===== src/rtl/mem_io_unit.sv =====
// Memory-stage bus interface: turns level load/store enables into one bus transaction.
// Three-state FSM (idle, request, done) with a per-access timeout abort.
module mem_io_unit #(
  parameter int unsigned TIMEOUT = 255
) (
  input  logic        clock,
  input  logic        nreset,
  input  logic [16:0] address,
  input  logic [11:0] write_data,
  input  logic        rd_en,
  input  logic        wr_en,
  input  logic        byte_mode,
  output logic [11:0] read_data,
  output logic        stall,
  output logic        bus_err,
  output logic        bus_req,
  output logic        bus_we,
  output logic [16:0] bus_addr,
  output logic [11:0] bus_wdata,
  input  logic        bus_ack,
  input  logic [11:0] bus_rdata
);

  typedef enum logic [1:0] {StIdle, StReq, StDone} state_e;

  localparam logic [7:0] CntLimit = 8'(TIMEOUT - 1);

  state_e      state_q, state_d;
  logic [7:0]  cnt_q, cnt_d;
  logic [16:0] addr_q, addr_d;
  logic [11:0] wdata_q, wdata_d;
  logic [11:0] rdata_q, rdata_d;
  logic        we_q, we_d;
  logic        byte_q, byte_d;
  logic        err_q, err_d;

  always_comb begin
    state_d = state_q;
    cnt_d   = cnt_q;
    addr_d  = addr_q;
    wdata_d = wdata_q;
    rdata_d = rdata_q;
    we_d    = we_q;
    byte_d  = byte_q;
    err_d   = 1'b0;
    unique case (state_q)
      StIdle: begin
        if (rd_en || wr_en) begin
          state_d = StReq;
          cnt_d   = 8'd0;
          addr_d  = address;
          // A store wins over a load when both enables are raised.
          we_d    = wr_en;
          byte_d  = byte_mode;
          wdata_d = byte_mode ? {4'h0, write_data[7:0]} : write_data;
        end
      end
      StReq: begin
        if (bus_ack) begin
          state_d = StDone;
          if (!we_q) begin
            rdata_d = byte_q ? {{4{bus_rdata[7]}}, bus_rdata[7:0]} : bus_rdata;
          end
        end else if (cnt_q == CntLimit) begin
          state_d = StDone;
          err_d   = 1'b1;
          if (!we_q) begin
            rdata_d = 12'h000;
          end
        end else begin
          cnt_d = cnt_q + 8'd1;
        end
      end
      StDone: begin
        state_d = StIdle;
      end
      default: begin
        state_d = StIdle;
      end
    endcase
  end

  always_ff @(posedge clock or negedge nreset) begin
    if (!nreset) begin
      state_q <= StIdle;
      cnt_q   <= 8'd0;
      addr_q  <= 17'd0;
      wdata_q <= 12'd0;
      rdata_q <= 12'd0;
      we_q    <= 1'b0;
      byte_q  <= 1'b0;
      err_q   <= 1'b0;
    end else begin
      state_q <= state_d;
      cnt_q   <= cnt_d;
      addr_q  <= addr_d;
      wdata_q <= wdata_d;
      rdata_q <= rdata_d;
      we_q    <= we_d;
      byte_q  <= byte_d;
      err_q   <= err_d;
    end
  end

  assign bus_req   = (state_q == StReq);
  assign stall     = ((state_q == StIdle) && (rd_en || wr_en)) || (state_q == StReq);
  assign bus_err   = err_q;
  assign bus_we    = we_q;
  assign bus_addr  = addr_q;
  assign bus_wdata = wdata_q;
  assign read_data = rdata_q;

endmodule

===== config.mk =====
export PLATFORM = sky130hd
export DESIGN_NAME = mem_io_unit
export DESIGN_NICKNAME = d
export VERILOG_FILES = /design/src/rtl/mem_io_unit.sv
export SDC_FILE = /design/constraint.sdc
export NUM_CORES = 1
export LEC_CHECK = 0
export CORE_MARGIN = 4
export CORE_UTILIZATION = 43
export DETAILED_ROUTE_END_ITERATION = 6
export PLACE_DENSITY = 0.8
export SYNTH_ARGS = -nofsm -noshare
export SYNTH_HDL_FRONTEND = slang
export SYNTH_SLANG_ARGS = --single-unit

===== constraint.sdc =====
create_clock -name clock -period 2.1 [get_ports clock]
set_input_delay 0.21 -clock clock [delete_from_list [all_inputs] [get_ports clock]]
set_output_delay 0.21 -clock clock [all_outputs]
set_load 0.05 [all_outputs]

==> results.sh, run 1 <==
# flow metrics
export IMPL_place_inst=381
export IMPL_io_buffers=91
export IMPL_cp_end_kind="output pin"
export IMPL_fin_area_um2=3360
export IMPL_fp_util_pct=44.2
export IMPL_status="completed"
export IMPL_dieArea_um2=6470
export IMPL_met2_usage_pct=28.1
export IMPL_ys_sh_adder_pct=1.11
export IMPL_synth_async_sr_flop_share_pct=100
export IMPL_peakVddDrop_mv=0.892
export IMPL_num_fill_cells=422
export IMPL_ys_seq_share_pct=59.9
export IMPL_r2r_slack_ps=190
export IMPL_clock_buffers=7
export IMPL_crit_fanout=6
export IMPL_floorplan_nets=275
export IMPL_core_area_um2=5110
export IMPL_top_cells_by_area="dfrtp_1 60%, nand2_1 16%, a22o_1 3.5%"
export IMPL_tightestPinTransition_ps=855
export IMPL_drtIter0Drc=128
export IMPL_dp_hpwl_um=3900
export IMPL_grt_usage_pct=17.6
export IMPL_antenna_found_initial=0
export IMPL_fin_hold_ws_ps=416
export IMPL_buf_share_pct=28.5
export IMPL_drc_errors=0
export IMPL_largest_reg_flops=17
export IMPL_rsz0062_at_grt="no"
export IMPL_cts_resized=0
export IMPL_power_density_nw_per_um2=1700
export IMPL_setup_viol_count_final=0
export IMPL_crit_required_ps=1890
export IMPL_synthFlopType="dfrtp_1"
export IMPL_clkLatencyLatePin_ps=300
export IMPL_grt_pass1_vias=1904
export IMPL_yosysMostFrequentCell="nand2_1"
export IMPL_nets=368
export IMPL_num_vias=1883
export IMPL_dominant_cells="registers"
export IMPL_wl_met2_um=2460
export IMPL_dp_slack_ps=227
export IMPL_yosys_area_top_type_share_pct=59.9
export IMPL_comb_cell_share_pct=25.1
export IMPL_cts_tree="built"
export IMPL_row_count=26
export IMPL_r2r_cells=6
export IMPL_grt_util_met3_pct=5.83
export IMPL_layout_drive_gt1_share_pct=6.88
export IMPL_dpl_cell_area_um2=3240
export IMPL_yosys_area_um2=2260
export IMPL_post_cts_buffers=0
export IMPL_ys_ff=54
export IMPL_logic_gates=158
export IMPL_timing_rr_start="cnt_q[0]$_DFFE_PN0P_"
export IMPL_synth_cells=226
export IMPL_avgSynthCellArea_um2=9.99
export IMPL_combGateArea_um2=841
export IMPL_fin_cells=390
export IMPL_seq_cell_count=54
export IMPL_max_cap_violations=0
export IMPL_slew_headroom_pct=42.6
export IMPL_via_per_inst=4.83
export IMPL_final_cell_mix="96 x nand2_1, 89 x clkdlybuf4s50_1, 54 x dfrtp_1, 9 x a22o_1"
export IMPL_cts_reportedPaths_clkPinSlew_ps=100
export IMPL_path_delay_family="buffers and inverters"
export IMPL_drt_wl_total_um=5300
export IMPL_yosys_warnings=0
export IMPL_path_cells="nand2b_4 > inv_2 > clkdlybuf4s50_1"
[run 1: worst max-delay path by stage]
stage / startpoint / endpoint / slack [ps] / cells past startpoint
final: state_q[1]$_DFFE_PN0P_ / bus_req / 90 / 3
after detailed placement: cnt_q[0]$_DFFE_PN0P_ / read_data[1]$_DFFE_PN0P_ / 230 / 6
after global routing: state_q[1]$_DFFE_PN0P_ / bus_req / 30 / 3
after global placement: cnt_q[0]$_DFFE_PN0P_ / read_data[4]$_DFFE_PN0P_ / 320 / 6
after floorplan: state_q[1]$_DFFE_PN0P_ / cnt_q[2]$_DFFE_PN0P_ / 510 / 6
after CTS: state_q[1]$_DFFE_PN0P_ / bus_req / 70 / 3
[run 1: where the power goes]
part	switching, uW	internal (uW)
Sequential	265	1470
Combinational	2240	1110
Clock	328	303
Total	2830	2880
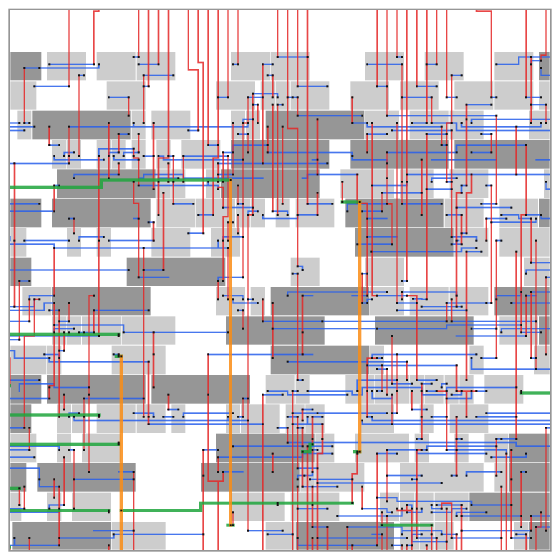
run_1/detail.png
Window x 15 to 65, y 30 to 80 um. Cells in gray, sequential cells in the stronger gray; small squares are vias.
Key: metal 4 = orange; metal 1 = blue; metal 3 = green; metal 2 = red
Sequential cells in the window: 25. Most frequent: nand2_1 (37), clkdlybuf4s50_1 (35), dfrtp_1 (25). 147 logic cells have their middle in the window. Netlist names of flops here include bus_addr (8), read_data (6), bus_wdata (4).

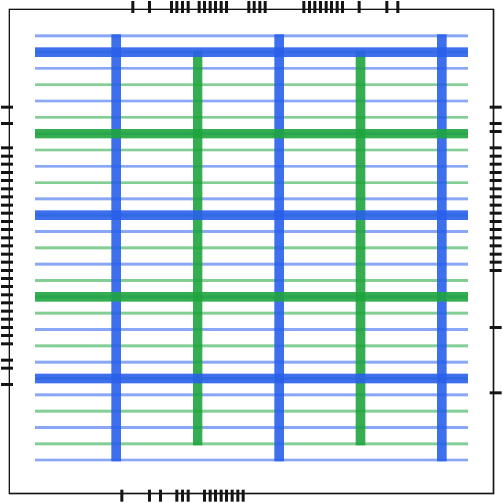
run_1/power_grid.png
Drawn at 6 px/um. Pins as bars on the die edge.
Key: VSS = blue; VDD = green
27 met1 rails follow the rows. 5 straps on met5.

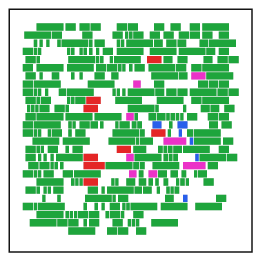
run_1/sizes.png
Drawn at 3 px/um.
Key: _0 and _1 cells = green [cells 298, share 93%, most used nand2_1]; _6 and larger = red [cells 8, share 2.5%, most used clkbuf_8]; _2 cells = blue [cells 6, share 1.9%, most used inv_2]; _3 and _4 cells = magenta [cells 8, share 2.5%, most used buf_4]

==> run 2, diff against run 1 <==
==> constraint.sdc (replaced) <==
create_clock -name clock -period 2.3 [get_ports clock]
set_input_delay 0.23 -clock clock [delete_from_list [all_inputs] [get_ports clock]]
set_output_delay 0.23 -clock clock [all_outputs]
set_load 0.05 [all_outputs]
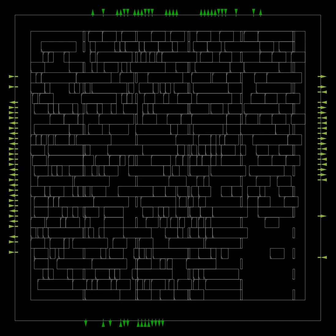
run_2/placement.png
fin util: 65.7%
site row count: 26
Non-Filler Instances: 390

==> run 2 against run 1 <==
Clock power shrank 7.6%. Via count is 1.1% lower. Core utilization unchanged. Non-clock buffer count did not move. Routed wire length grew 1.9%. Sequential power decreased by 8%. Critical endpoint unchanged.
==> results.sh, run 2 <==
# flow metrics
export IMPL_grt_usage_pct=18.1
export IMPL_grt_pass1_vias=1947
export IMPL_dieArea_um2=6470
export IMPL_max_cap_violations=0
export IMPL_comb_power_uw=3050
export IMPL_setup_viol_count_final=0
export IMPL_aoi_share_pct=10.7
export IMPL_core_area_um2=5110
export IMPL_grt_util_met3_pct=6.05
export IMPL_final_cell_mix="96 x nand2_1, 89 x clkdlybuf4s50_1, 54 x dfrtp_1, 9 x a22o_1"
export IMPL_p_seq_uw=1600
export IMPL_ys_ff=54
export IMPL_nets=368
export IMPL_layout_drive_gt1_share_pct=6.88
export IMPL_yosys_warnings=0
export IMPL_yosysTopAreaCell="dfrtp_1"
export IMPL_floorplan_nets=275
export IMPL_synthFlopType="dfrtp_1"
export IMPL_status="completed"
export IMPL_p_leak_uw=0.00159
export IMPL_dpl_cell_area_um2=3240
export IMPL_via_per_inst=4.77
export IMPL_clkCellAreaFrac_pct=3.13
export IMPL_dp_slack_ps=432
export IMPL_io_buffers=91
export IMPL_post_cts_buffers=0
export IMPL_fin_hold_ws_ps=396
export IMPL_pwr_share_clk_pct=11.1
export IMPL_drtIter0Drc=100
export IMPL_logic_gates=158
export IMPL_pwr_share_seq_pct=30.5
export IMPL_sw_frac_of_total_pct=49.7
export IMPL_path_delay_family="buffers and inverters"
export IMPL_drc_errors=0
export IMPL_dominant_cells="registers"
export IMPL_drt_wl_total_um=5400
export IMPL_layout_min_cycle_time_ps=2010
export IMPL_met2_usage_pct=29.0
export IMPL_num_vias=1862
export IMPL_num_fill_cells=440
export IMPL_fp_util_pct=44.2
export IMPL_avgSynthCellArea_um2=9.99
export IMPL_cts_reportedPaths_clkPinSlew_ps=100
export IMPL_synth_cells_yosys=226
export IMPL_peakVddDrop_mv=0.846
export IMPL_power_top_group="combinational logic"
export IMPL_cts_tree="built"
export IMPL_clkLatencyLatePin_ps=310
export IMPL_die_w_um=80.5
export IMPL_largest_reg_flops=17
export IMPL_yosysMostFrequentCell="nand2_1"
export IMPL_crit_required_ps=2070
export IMPL_fin_area_um2=3360
export IMPL_synth_async_sr_flop_share_pct=100
export IMPL_antenna_found_initial=0
export IMPL_internal_power_uw=2630
export IMPL_cp_end_kind="output pin"
export IMPL_tightestPinTransition_ps=848
export IMPL_yosys_area_top_type_share_pct=59.9
export IMPL_power_clock_uw=582
export IMPL_dieHeight_um=80.5
export IMPL_place_inst=381
export IMPL_combGateArea_um2=841
export IMPL_combPwrFrac_pct=58.4
export IMPL_grtUsageMet1_pct=23.5
export IMPL_top_cells_by_area="dfrtp_1 60%, nand2_1 16%, a22o_1 3.5%"
export IMPL_buf_share_pct=28.5
export IMPL_crit_slowest_cell="clkdlybuf4s50_1"
export IMPL_crit_fanout=6
export IMPL_ys_seq_share_pct=59.9
export IMPL_rsz0062_at_grt="no"
export IMPL_yosys_area_um2=2260
export IMPL_dp_hpwl_um=3970
export IMPL_clock_buffers=7
export IMPL_slew_headroom_pct=43.1
export IMPL_comb_cell_share_pct=25.1
export IMPL_nNonClkInverters=4
export IMPL_switchingPower_uw=2600
export IMPL_power_density_nw_per_um2=1560
export IMPL_ys_sh_adder_pct=1.11
export IMPL_logic_family="simple AND/OR/NAND/NOR gates"
export IMPL_wl_met2_um=2490
export IMPL_seq_cell_count=54
export IMPL_path_cells="nand2b_4 > inv_2 > clkdlybuf4s50_1"
export IMPL_synth_cells=226
run 2: cell counts after synthesis:
No cell type changed its count.
run 2: repair_timing:
action / 4_1_cts / 5_1_grt
hold endpoints to repair: 17 / 0
resized: 0 / 0
hold buffers: 1 / 0
run 2: path summary, 6_finish.rpt:
check                                            end  slack [ps]  depth (start not counted)                       from
min                         bus_addr[16]$_DFFE_PN0P_         400                          2                     nreset
min in group clock           bus_addr[0]$_DFFE_PN0P_         440                          3                 address[0]
min reg2reg                bus_wdata[11]$_DFFE_PN0P_         470                          2  bus_wdata[11]$_DFFE_PN0P_
max reg2reg                 read_data[3]$_DFFE_PN0P_         390                          6       cnt_q[0]$_DFFE_PN0P_
max in group asynchronous     state_q[1]$_DFFE_PN0P_        1360                          3                     nreset
max                                          bus_req         290                          3     state_q[1]$_DFFE_PN0P_
No activity file was given, so power comes from the tool's default toggle rates.
